--- config.mk ---
export PLATFORM = sky130hd
export DESIGN_NAME = wb_port_arbiter_flat
export DESIGN_NICKNAME = d
export VERILOG_FILES = /design/src/rtl/wb_port_arbiter_if.sv /design/src/rtl/wb_port_arbiter.sv /design/src/flat_wrapper.sv
export SDC_FILE = /design/constraint.sdc
export NUM_CORES = 1
export LEC_CHECK = 0
export CORE_ASPECT_RATIO = 2
export CORE_MARGIN = 5
export CORE_UTILIZATION = 35
export CTS_CLUSTER_SIZE = 16
export DETAILED_ROUTE_END_ITERATION = 7
export GPL_TIMING_DRIVEN = 0
export HOLD_SLACK_MARGIN = 0.15
export PLACE_DENSITY = 0.72
export SLEW_MARGIN = 25
export SYNTH_ARGS = -nofsm -noshare
export SYNTH_HDL_FRONTEND = slang
export SYNTH_SLANG_ARGS = --single-unit
--- constraint.sdc ---
create_clock -name clk -period 1.8 [get_ports clk]
set_clock_uncertainty 0.15 [all_clocks]
set_input_delay 0.36 -clock clk [delete_from_list [all_inputs] [get_ports clk]]
set_output_delay 0.36 -clock clk [all_outputs]
set_load 0.1 [all_outputs]
--- src/rtl/wb_port_arbiter_if.sv ---
// Writeback port bundle: three requesters in, one register-file write out.
// The arbiter takes the slave side; the requester/RF side takes master.
interface wb_port_arbiter_if #(
  parameter int DATA_W = 32,
  parameter int ADDR_W = 5
);
  logic [2:0]          req_valid;
  logic [2:0]          req_ready;
  logic [3*ADDR_W-1:0] req_rd;
  logic [3*DATA_W-1:0] req_data;
  logic                rf_we;
  logic [ADDR_W-1:0]   rf_waddr;
  logic [DATA_W-1:0]   rf_wdata;
  logic [1:0]          wb_sel;

  modport master (
    output req_valid,
    output req_rd,
    output req_data,
    input  req_ready,
    input  rf_we,
    input  rf_waddr,
    input  rf_wdata,
    input  wb_sel
  );

  modport slave (
    input  req_valid,
    input  req_rd,
    input  req_data,
    output req_ready,
    output rf_we,
    output rf_waddr,
    output rf_wdata,
    output wb_sel
  );
endinterface

--- src/rtl/wb_port_arbiter.sv ---
// Round-robin arbiter for the single register-file write port.
// Requesters: 0 = PC link, 1 = ALU result, 2 = load data.
module wb_port_arbiter #(
  parameter int DATA_W = 32,
  parameter int ADDR_W = 5
) (
  input  logic           clk,
  input  logic           rst_n,
  wb_port_arbiter_if.slave bus
);

  logic [1:0]        r_last;
  logic              r_we;
  logic [ADDR_W-1:0] r_waddr;
  logic [DATA_W-1:0] r_wdata;
  logic [1:0]        r_sel;

  logic [2:0]        w_valid;
  logic [2:0]        w_grant;
  logic              w_xfer;
  logic [1:0]        w_idx;
  logic [ADDR_W-1:0] w_rd;
  logic [DATA_W-1:0] w_data;

  assign w_valid = bus.req_valid;

  // Search begins one past the last winner and wraps 2 -> 0.
  always_comb begin
    w_grant = 3'b000;
    unique case (r_last)
      2'd0: begin
        if (w_valid[1])      w_grant = 3'b010;
        else if (w_valid[2]) w_grant = 3'b100;
        else if (w_valid[0]) w_grant = 3'b001;
      end
      2'd1: begin
        if (w_valid[2])      w_grant = 3'b100;
        else if (w_valid[0]) w_grant = 3'b001;
        else if (w_valid[1]) w_grant = 3'b010;
      end
      default: begin
        if (w_valid[0])      w_grant = 3'b001;
        else if (w_valid[1]) w_grant = 3'b010;
        else if (w_valid[2]) w_grant = 3'b100;
      end
    endcase
    if (!rst_n) w_grant = 3'b000;
  end

  assign w_xfer = |w_grant;

  always_comb begin
    w_idx  = 2'd0;
    w_rd   = bus.req_rd[0 +: ADDR_W];
    w_data = bus.req_data[0 +: DATA_W];
    unique case (1'b1)
      w_grant[1]: begin
        w_idx  = 2'd1;
        w_rd   = bus.req_rd[ADDR_W +: ADDR_W];
        w_data = bus.req_data[DATA_W +: DATA_W];
      end
      w_grant[2]: begin
        w_idx  = 2'd2;
        w_rd   = bus.req_rd[2*ADDR_W +: ADDR_W];
        w_data = bus.req_data[2*DATA_W +: DATA_W];
      end
      default: begin
        w_idx  = 2'd0;
        w_rd   = bus.req_rd[0 +: ADDR_W];
        w_data = bus.req_data[0 +: DATA_W];
      end
    endcase
  end

  // An rd of zero still wins and advances the pointer, it just never writes.
  always_ff @(posedge clk or negedge rst_n) begin
    if (!rst_n) begin
      r_last  <= 2'd2;
      r_we    <= 1'b0;
      r_waddr <= '0;
      r_wdata <= '0;
      r_sel   <= 2'b01;
    end else if (w_xfer) begin
      r_last  <= w_idx;
      r_we    <= |w_rd;
      r_waddr <= w_rd;
      r_wdata <= w_data;
      r_sel   <= w_idx;
    end else begin
      r_we    <= 1'b0;
    end
  end

  assign bus.req_ready = w_grant;
  assign bus.rf_we     = r_we;
  assign bus.rf_waddr  = r_waddr;
  assign bus.rf_wdata  = r_wdata;
  assign bus.wb_sel    = r_sel;

endmodule

--- src/flat_wrapper.sv ---
// flat-port wrapper written by rule: the top's interface ports become plain ports
module wb_port_arbiter_flat 
#(
  parameter int DATA_W = 32,
  parameter int ADDR_W = 5
)
  (clk, rst_n, bus_req_valid, bus_req_rd, bus_req_data, bus_req_ready, bus_rf_we, bus_rf_waddr, bus_rf_wdata, bus_wb_sel);
  wb_port_arbiter_if #(.DATA_W(DATA_W), .ADDR_W(ADDR_W)) bus_i ();
  input  logic clk;
  input  logic rst_n;
  input wire logic [$bits(bus_i.req_valid)-1:0] bus_req_valid;
  input wire logic [$bits(bus_i.req_rd)-1:0] bus_req_rd;
  input wire logic [$bits(bus_i.req_data)-1:0] bus_req_data;
  output wire logic [$bits(bus_i.req_ready)-1:0] bus_req_ready;
  output wire logic [$bits(bus_i.rf_we)-1:0] bus_rf_we;
  output wire logic [$bits(bus_i.rf_waddr)-1:0] bus_rf_waddr;
  output wire logic [$bits(bus_i.rf_wdata)-1:0] bus_rf_wdata;
  output wire logic [$bits(bus_i.wb_sel)-1:0] bus_wb_sel;
  assign bus_i.req_valid = bus_req_valid;
  assign bus_i.req_rd = bus_req_rd;
  assign bus_i.req_data = bus_req_data;
  assign bus_req_ready = bus_i.req_ready;
  assign bus_rf_we = bus_i.rf_we;
  assign bus_rf_waddr = bus_i.rf_waddr;
  assign bus_rf_wdata = bus_i.rf_wdata;
  assign bus_wb_sel = bus_i.wb_sel;
  wb_port_arbiter #(.DATA_W(DATA_W), .ADDR_W(ADDR_W)) u_core (.clk(clk), .rst_n(rst_n), .bus(bus_i));
endmodule
==> ds_physical_params.txt, run 1 <==
Characteristics after synthesis and place and route

Parameter                              Value

Status
  Outcome    complete, but fails checks
  Violations in the final reports    negative setup slack

Timing
  RSZ-0062 raised after global routing    yes
  Share of the clock period used by the worst path    115%
  Final tally of setup violations    41
  Maximum frequency from static timing analysis    0.483 GHz
  Setup WS post-layout    -272 ps

Yosys
  Cell type contributing the most total cell area after synthesis    sky130_fd_sc_hd__dfrtp_1
  Cell count in the Yosys report    245
  Number of nets produced by synthesis    361
  Mapped Area    0.00259 sq mm
  Seq share, synth    40.6%
  Post-synth tally of flip-flops with integrated enable    0

Floorplanning
  Die outline area    0.00934 sq mm
  Rows    44

Clock network
  Deepest clock path buffer count    2
  Total CTS buffers    5
  Source-to-sink clock delay at the later pin of the worst-skew pair    280 ps
  Setup repair bufs after CTS    8

Critical path
  Buffers plus inverters on the worst setup path    2
  Launch point of the worst path    u_core.r_last[1]
  End of the worst register-to-register path    u_core.bus.rf_wdata[19]
  List of cells traversed by the critical path    nor2b_1 > o22ai_2 > buf_6 > and2_4 > buf_12
  Register-to-register path setup slack    -200 ps
  Top delay family on crit path    flip-flops
  WS Path Type    flip-flop to output pin

Min path
  Origin of the worst min-delay path    u_core.bus.wb_sel[1]

Routing
  Iteration-0 DRC Markers    202
  Met2 wire len    6300 um
  Number of iterations in the first detailed-routing pass    6
  Routed length on met1    3880 um

Power
  Power Sequential    1.35 mW
  Clock group power    0.903 mW
  Combinational share of power    64.0%

Cells and area
  Area growth syn-to-layout    93.1%
  Diode insertion count for antenna repair    0

Global routing
  Fraction of met2 tracks used by global routing    43.4%
  Largest net degree at the start of global routing    47

Job
  Maximum Capacitance Violations    0
## run 1: area by class of cell
| type | count | area (sq um) | area share, % |
|---|---|---|---|
| Timing Repair Buffer | 174 | 1900 | 37.8 |
| Multi-Input combinational cell | 136 | 1380 | 27.5 |
| Sequential cell | 42 | 1050 | 21.0 |
| Buffer | 29 | 283 | 5.65 |
| Clock buffer | 7 | 143 | 2.85 |
| Inverter | 38 | 143 | 2.85 |
| Tap cell | 92 | 115 | 2.30 |
## run 1: metrics by stage
stage	std cells	total power, mW	setup TNS (ps)
6_report	518	6.24	-5900
4_1_cts	513	6.17	-4260
3_5_place_dp	495	5.07	-32980
5_1_grt	518	6.44	-8170
2_1_floorplan	245	4.02	-51.2
3_3_place_gp	495	5.03	-147800
## run 1: synthesized netlist by cell type, types with 2 or more instances
master,n
sky130_fd_sc_hd__a221oi_1,2
sky130_fd_sc_hd__and2_1,2
sky130_fd_sc_hd__a32oi_1,38
sky130_fd_sc_hd__nor2b_1,2
sky130_fd_sc_hd__buf_6,5
sky130_fd_sc_hd__a21o_1,4
sky130_fd_sc_hd__dfstp_2,2
sky130_fd_sc_hd__a21oi_1,2
sky130_fd_sc_hd__buf_4,2
sky130_fd_sc_hd__or4_1,3
sky130_fd_sc_hd__o211a_1,2
sky130_fd_sc_hd__buf_2,11
sky130_fd_sc_hd__a221oi_2,35
sky130_fd_sc_hd__inv_1,38
sky130_fd_sc_hd__nor3_1,37
sky130_fd_sc_hd__nand2_1,2
sky130_fd_sc_hd__dfrtp_1,40
sky130_fd_sc_hd__clkbuf_1,11
## run 1: logic make-up after synthesis
logic type,after synthesis,share of synthesized area (%)
compound gates,88,37.8
simple gates,48,9.65
buf+inv,67,12.0
flops,42,40.6
Fig. 1: run 1, metal layers overlaid
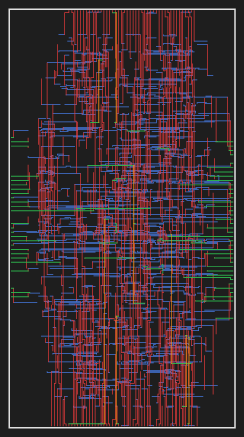
Green shows metal 3, wire length 512 um. Red shows metal 2, wire length 6300 um. Orange shows metal 4, wire length 287 um. Blue shows metal 1, wire length 3880 um.

Fig. 2: run 1, M3 wires
Bar = 20 um.
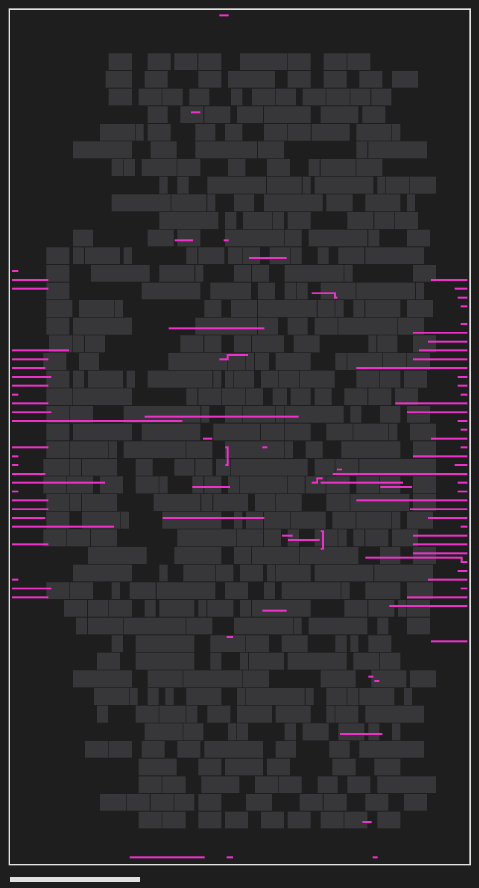
The longest straight run is 26.0 um. 84 nets have wire on it.

Fig. 3: run 1, routing congestion map
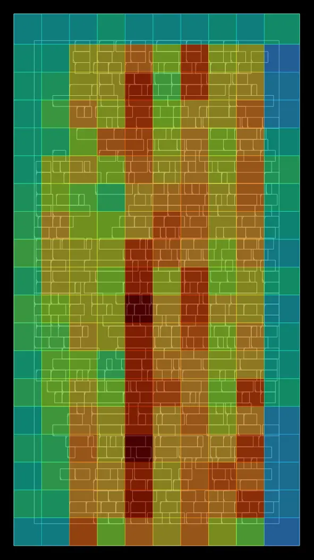
WL per Instance: 21.2 um
utilization of the core after routing: 68.9%
GR Util All Layers: 22.3%

Fig. 4: run 1, metal 2
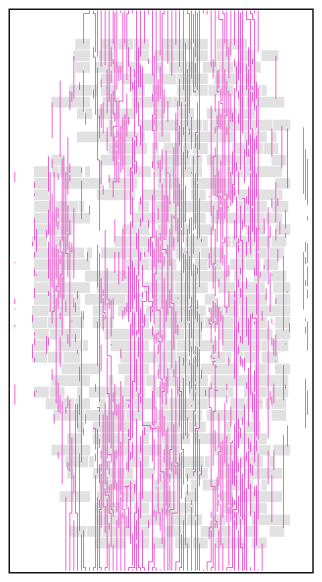
495 nets have wire on it. The longest straight run is 53.9 um. The layer holds 57% of the routed length.

Fig. 5: run 1, routed clock nets over the placement
Bar = 20 um.
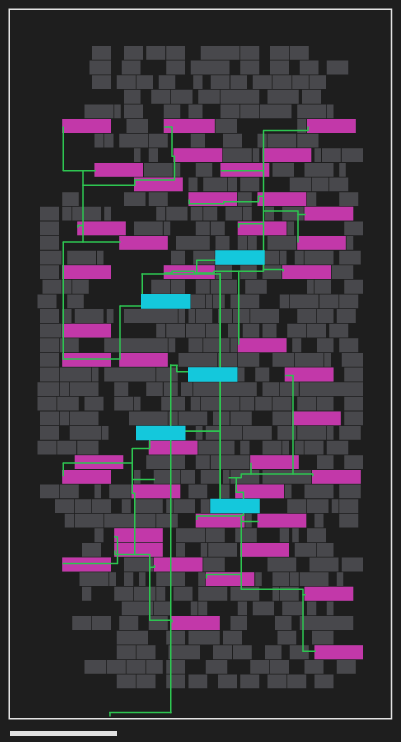

==> run 1 -> run 2 <==
==> constraint.sdc (replaced) <==
create_clock -name clk -period 2.6 [get_ports clk]
set_clock_uncertainty 0.15 [all_clocks]
set_input_delay 0.52 -clock clk [delete_from_list [all_inputs] [get_ports clk]]
set_output_delay 0.52 -clock clk [all_outputs]
set_load 0.1 [all_outputs]
Fig. 6: run 2, routed clock nets over the placement
Bar = 20 um.
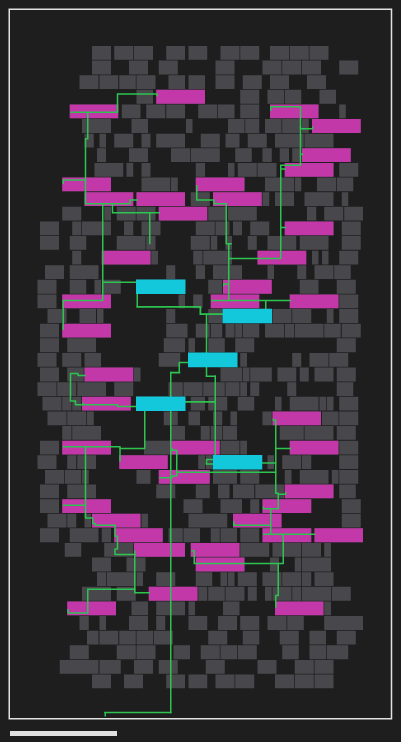
Green shows clock wires, length 597 um. Cyan shows clock drivers, count 5. Magenta shows flip-flops, count 42.
There are 6 routed clock nets.
source-to-sink clock delay at the later pin of the worst-skew pair: 280 ps
clock group power: 0.630 mW
power share of the clock group: 15.2%

==> run 2 against run 1 <==
  * The flow now finishes without violations
  * Design area is 9.4% lower
  * Core utilization shrank 6.5 points
  * Register-to-register slack improved by 790 ps
  * Worst setup slack improved by 350 ps
  * Critical endpoint is now bus_req_ready[0]
  * Largest power group unchanged
==> ds_physical_params.txt, run 2 <==
Characteristics after synthesis and place and route

Parameter                              Value

Status
  Outcome    finished clean

Routing
  Routed length on met1    3410 um (-12%)
  Number of iterations in the first detailed-routing pass    4 (-2)
  Met2 wire len    5780 um (-8.2%)
  Iteration-0 DRC Markers    136 (-33%)
  ANT nets after route    0
  WL per Instance    19.4 um (-8.3%)

Yosys
  Leading cell types by count after synthesis    sky130_fd_sc_hd__dfrtp_1 (40), sky130_fd_sc_hd__a32oi_1 (38), sky130_fd_sc_hd__inv_1 (38)
  Complex Gates by Area    37.8% (unchanged)
  Number of nets produced by synthesis    361 (unchanged)
  Xor/xnor cell area share of the yosys netlist    0% (unchanged)
  Share of synthesized area spent on multiplexers    0% (unchanged)
  Synth top area cells    sky130_fd_sc_hd__dfrtp_1 (39%), sky130_fd_sc_hd__a221oi_2 (20%), sky130_fd_sc_hd__a32oi_1 (13%)
  Cell count in the Yosys report    245 (unchanged)
  Share of Yosys cell area claimed by the top area cell type    38.6%
  Predominant post-synthesis flop cell    sky130_fd_sc_hd__dfrtp_1
  Largest family of logic cells by area    AND-OR/OR-AND gates
  Seq share, synth    40.6% (unchanged)
  Fraction of the mapped netlist area in simple logic gates    9.65% (unchanged)
  Dominant cell by count in the synthesized netlist    sky130_fd_sc_hd__dfrtp_1
  Cell type contributing the most total cell area after synthesis    sky130_fd_sc_hd__dfrtp_1
  Post-synth tally of flip-flops with integrated enable    0 (unchanged)
  Area share of fa/ha/maj cells after synthesis    0% (unchanged)
  Mapped Area    0.00259 sq mm (unchanged)

Power
  Post-layout power    4.13 mW (-34%)
  Power spent charging and discharging nets    2.17 mW
  Power Sequential    0.928 mW (-31%)
  Combinational share of power    62.3% (-1.7 points)
  Sequential cell fraction of total power    22.5%
  Switching Fraction    52.4%

Timing
  Final Hold Fails    0
  Setup WS post-layout    82.3 ps (+355 ps)
  Maximum frequency from static timing analysis    0.397 GHz
  Share of the clock period used by the worst path    96.8%
  RSZ-0062 raised after global routing    no
  Final tally of setup violations    0 (-100%)
  Post-route setup TNS    0 ps (+5900 ps)
  Worst-case hold slack    331 ps

Floorplanning
  Std-Cell Core Area    0.00727 sq mm
  Floorplan die height    132 um
  Rows    44 (unchanged)
  Num ports    159
  Die outline width    70.9 um
  Die outline area    0.00934 sq mm (unchanged)

Global routing
  Largest net degree at the start of global routing    41 (-13%)
  Met1 capacity usage during global routing    21.2%
  Wire length of the first global-routing pass    15400 um
  GR Util All Layers    20.7% (-1.6 points)
  Vias in the first global route    2933

Clock network
  Deepest clock path buffer count    2 (unchanged)
  Total CTS buffers    5 (unchanged)
  TritonCTS clock tree    built
  Clk Tree Root Cell    sky130_fd_sc_hd__clkbuf_16

Critical path
  WS Path Type    primary input to output pin
  Category of the worst setup path launch point    primary input

Cells and area
  Flip-flop count of the largest register after layout    32
  Area growth syn-to-layout    74.9%
  Diode insertion count for antenna repair    0 (unchanged)

Job
  Number of warnings in the stage logs    26
  Maximum Capacitance Violations    0 (unchanged)

Place
  Count of buffers from port buffering    158
  Placed Instance Area    0.00429 sq mm
  Global placer's final weighted congestion    0.776

Min path
  Classification of the worst-slack hold path    flip-flop to flip-flop
Fig. 7: run 2, metal 2
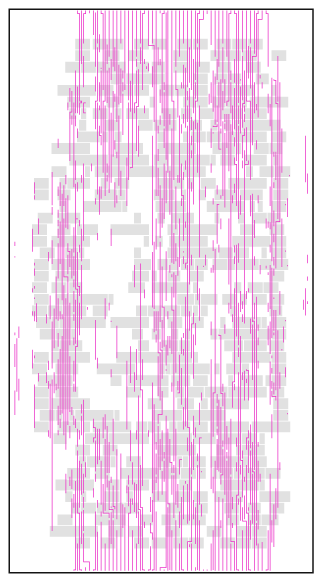
The wires run mostly vertical. 486 nets have wire on it. The longest straight run is 52.4 um. The layer holds 59% of the routed length.
number of vias after detailed routing: 2763
fraction of met2 tracks used by global routing: 41.3%
post-detailed-routing wire length: 9830 um

run 2: per-stage QoR:
step | util [%] | instances
after global placement | 59.1 | 495
after CTS | 61.9 | 504
final | 62.4 | 506
after global routing | 62.4 | 506
after floorplan | - | 245
after detailed placement | 59.0 | 495
run 2: final timing paths:
kind / startpoint / endpoint / slack, ps / cells past startpoint
setup / recovery: bus_req_valid[2] / bus_req_ready[0] / 80 / 6
hold / removal: u_core.bus.wb_sel[1] / u_core.bus.wb_sel[1] / 330 / 1
setup reg to reg: u_core.r_last[1] / u_core.bus.rf_waddr[3] / 590 / 6
hold reg to reg: u_core.bus.wb_sel[1] / u_core.bus.wb_sel[1] / 330 / 1
max in group asynchronous: rst_n / u_core.bus.rf_wdata[3] / 1280 / 3
min in group asynchronous: rst_n / u_core.bus.wb_sel[0] / 760 / 2
run 2: final cells by class:
type,instances,area (sq um)
inverter,38,143
timing repair buffer,162,1650
sequential,42,1050
clock buffer,7,143
tap,92,115
buffer,28,189
fill,653,2730
clock inverter,1,5.00
multi-input combinational,136,1240
run 2: critical path, stage by stage:
cell	delay (ps)
sky130_fd_sc_hd__clkdlybuf4s50_1	530
sky130_fd_sc_hd__inv_1	60
sky130_fd_sc_hd__a21oi_1	220
sky130_fd_sc_hd__clkbuf_4	270
sky130_fd_sc_hd__nor2_2	50
sky130_fd_sc_hd__buf_6	190
run 2: logic make-up after synthesis:
| kind of cell | Yosys count |
|---|---|
| AND-OR/OR-AND | 88 |
| buffers and inverters | 67 |
| flip-flops | 42 |
| AND/OR/NAND/NOR | 48 |
run 2: repair_timing:
action | in CTS | in global routing
buffers inserted | 0 | 2
endpoints found under the setup margin | 4 | 3
hold buffers | 2 | 0
pin swaps | 0 | 1
gates resized | 32 | 8
hold endpoints to repair | 40 | 0
==> run 2 -> run 3 <==
--- a/config.mk
+++ b/config.mk
@@ -8,6 +8,7 @@
 export CORE_ASPECT_RATIO = 2
 export CORE_MARGIN = 5
 export CORE_UTILIZATION = 35
+export CTS_CLUSTER_DIAMETER = 200
 export CTS_CLUSTER_SIZE = 16
 export DETAILED_ROUTE_END_ITERATION = 7
 export GPL_TIMING_DRIVEN = 0
Fig. 8: run 3, routed clock nets over the placement
Bar = 20 um.
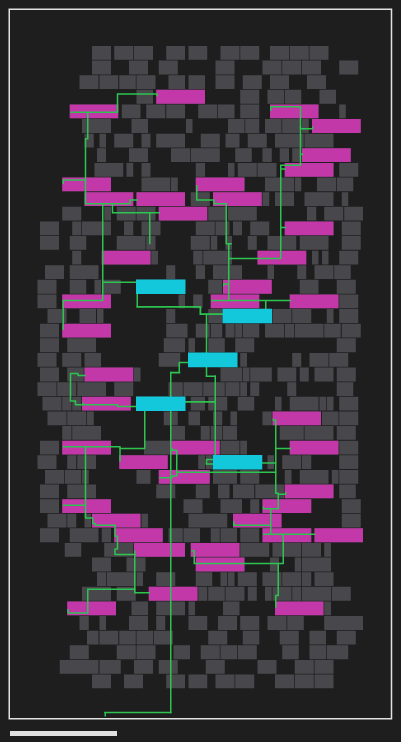
Cyan shows clock drivers, count 5. Green shows clock wires, length 597 um. Magenta shows flip-flops, count 42.
There are 6 routed clock nets.

Fig. 9: run 3, metal layers overlaid
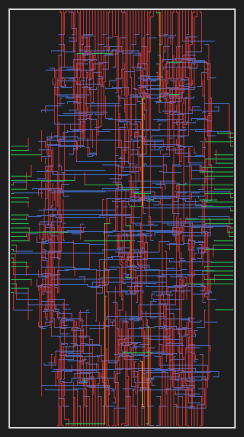
Green shows metal 3, wire length 456 um. Orange shows metal 4, wire length 186 um. Blue shows metal 1, wire length 3410 um. Red shows metal 2, wire length 5780 um.
WL per Instance: 19.4 um
GR Util All Layers: 20.7%

==> run 3 against run 2 <==
  * Wire length did not move
  * Synthesized area unchanged
  * Non-clock buffer count unchanged
  * Fmax unchanged
  * Global-route usage did not move
  * Combinational power about the same
  * Critical endpoint unchanged
==> ds_physical_params.txt, run 3 <==
Characteristics after synthesis and place and route

Parameter                              Value

Yosys
  Fraction of the mapped netlist area in simple logic gates    9.65% (unchanged)
  Cell count in the Yosys report    245 (unchanged)
  Share of synthesized area spent on multiplexers    0% (unchanged)
  Number of nets produced by synthesis    361 (unchanged)
  Area share of fa/ha/maj cells after synthesis    0% (unchanged)
  Xor/xnor cell area share of the yosys netlist    0% (unchanged)
  Synth top area cells    sky130_fd_sc_hd__dfrtp_1 (39%), sky130_fd_sc_hd__a221oi_2 (20%), sky130_fd_sc_hd__a32oi_1 (13%)
  Cell type contributing the most total cell area after synthesis    sky130_fd_sc_hd__dfrtp_1
  Seq share, synth    40.6% (unchanged)
  Share of Yosys cell area claimed by the top area cell type    38.6% (unchanged)
  Post-synth tally of flip-flops with integrated enable    0 (unchanged)
  Mapped Area    0.00259 sq mm (unchanged)
  Dominant cell by count in the synthesized netlist    sky130_fd_sc_hd__dfrtp_1
  Leading cell types by count after synthesis    sky130_fd_sc_hd__dfrtp_1 (40), sky130_fd_sc_hd__a32oi_1 (38), sky130_fd_sc_hd__inv_1 (38)
  Complex Gates by Area    37.8% (unchanged)

Routing
  Number of iterations in the first detailed-routing pass    4 (unchanged)
  Number of vias after detailed routing    2763 (unchanged)
  Post-detailed-routing wire length    9830 um (unchanged)
  Iteration-0 DRC Markers    136 (unchanged)
  ANT nets after route    0 (unchanged)

Critical path
  Slowest library cell on the worst path    sky130_fd_sc_hd__clkdlybuf4s50_1
  Top delay family on crit path    buffers and inverters
  Buffers plus inverters on the worst setup path    4 (unchanged)
  Category of the worst setup path launch point    primary input
  Register-to-register path setup slack    590 ps (about the same)
  WS Path Type    primary input to output pin

Job
  Maximum Capacitance Violations    0 (unchanged)
  Number of warnings in the stage logs    26 (unchanged)

Min path
  Hold Path Cell Cnt    1 (unchanged)
  Origin of the worst min-delay path    u_core.bus.wb_sel[1]
  Classification of the worst-slack hold path    flip-flop to flip-flop
  Capture endpoint of the worst hold path    u_core.bus.wb_sel[1]

Cells and area
  Flip-flop and latch area    0.00105 sq mm (unchanged)
  Area occupied by multi-input gates    0.00124 sq mm (unchanged)
  Flip-flop count of the largest register after layout    32 (unchanged)
  Fill cell total of the finished layout    653 (unchanged)
  Area growth syn-to-layout    74.9% (unchanged)
  Utilization of the core after routing    62.4% (unchanged)

Floorplanning
  Die outline area    0.00934 sq mm (unchanged)
  Rows    44 (unchanged)
  Std-Cell Core Area    0.00727 sq mm (unchanged)
  Die outline width    70.9 um (unchanged)
  Num ports    159 (unchanged)

Power
  Post-layout power    4.13 mW (unchanged)

Place
  Global placer's final weighted congestion    0.776 (unchanged)
  Placed Instance Area    0.00429 sq mm (unchanged)
  Total placed cells including tap cells    495 (unchanged)

Clock network
  Deepest clock path buffer count    2 (unchanged)
  Source-to-sink clock delay at the later pin of the worst-skew pair    280 ps (about the same)
  Total CTS buffers    5 (unchanged)
  TritonCTS clock tree    built
  Clk Tree Root Cell    sky130_fd_sc_hd__clkbuf_16

Timing
  Final tally of setup violations    0 (unchanged)
  Setup WS post-layout    82.3 ps (unchanged)
  RSZ-0062 raised after global routing    no
  Final Hold Fails    0 (unchanged)
  Share of the clock period used by the worst path    96.8% (unchanged)
  Maximum frequency from static timing analysis    0.397 GHz (unchanged)

Global routing
  Largest net degree at the start of global routing    41 (unchanged)
  Wire length of the first global-routing pass    15400 um (unchanged)
  Vias in the first global route    2933 (unchanged)

Status
  Outcome    finished clean
[run 3: cell counts in the layout (fill, tap and decap cells not counted)]
No cell type changed its count.
[run 3: final cells by class]
| class | count | share of cell area [%] |
|---|---|---|
| Multi-Input combinational cell | 136 | 27.3 |
| Tap cell | 92 | 2.54 |
| Clock buffer | 7 | 3.14 |
| Inverter | 38 | 3.14 |
| Sequential cell | 42 | 23.2 |
| Buffer | 28 | 4.17 |
| Clock inverter | 1 | 0.110 |
| Timing Repair Buffer | 162 | 36.4 |
[run 3: how the worst max path moves through the flow]
stage                startpoint               end  slack, ps  cells after the start
3_3_place_gp              rst_n  bus_req_ready[1]      -2870                      6
4_1_cts        bus_req_valid[1]  bus_req_ready[1]          6                      6
2_1_floorplan             rst_n  bus_req_ready[1]        110                      4
5_1_grt        bus_req_valid[0]  bus_req_ready[2]         10                      5
6_report       bus_req_valid[2]  bus_req_ready[0]         80                      6
3_5_place_dp              rst_n  bus_req_ready[1]      -1320                      6
[run 3: what timing repair did]
action	4_1_cts	5_1_grt
cloned	0	0
setup buffers	0	2
pin swaps	0	1
setup endpoints to repair	4	3
gates resized	32	8
hold buffers	2	0
hold endpoints to repair	40	0
[run 3: metal layers]
metal  vias to the layer above  track usage [%]  wire length, um
met5                         -                0                0
met4                         0             6.07              186
met3                        13             3.21              456
met2                        93             41.3             5780
met1                      1357             21.2             3410
li1                       1300                -                -
[run 3: power by group]
part           switching [mW]  internal [mW]
Clock                   0.249          0.381
Sequential             0.0948          0.833
Combinational            1.82          0.751
[run 3: kinds of logic (layout without fill, tap and decap cells)]
| kind of cell | count (synthesis) | in the layout |
|---|---|---|
| AND-OR/OR-AND | 88 | 88 |
| buffers and inverters | 67 | 236 |
| AND/OR/NAND/NOR | 48 | 48 |
| flip-flops | 42 | 42 |
Power is estimated from default activity; no workload was simulated.
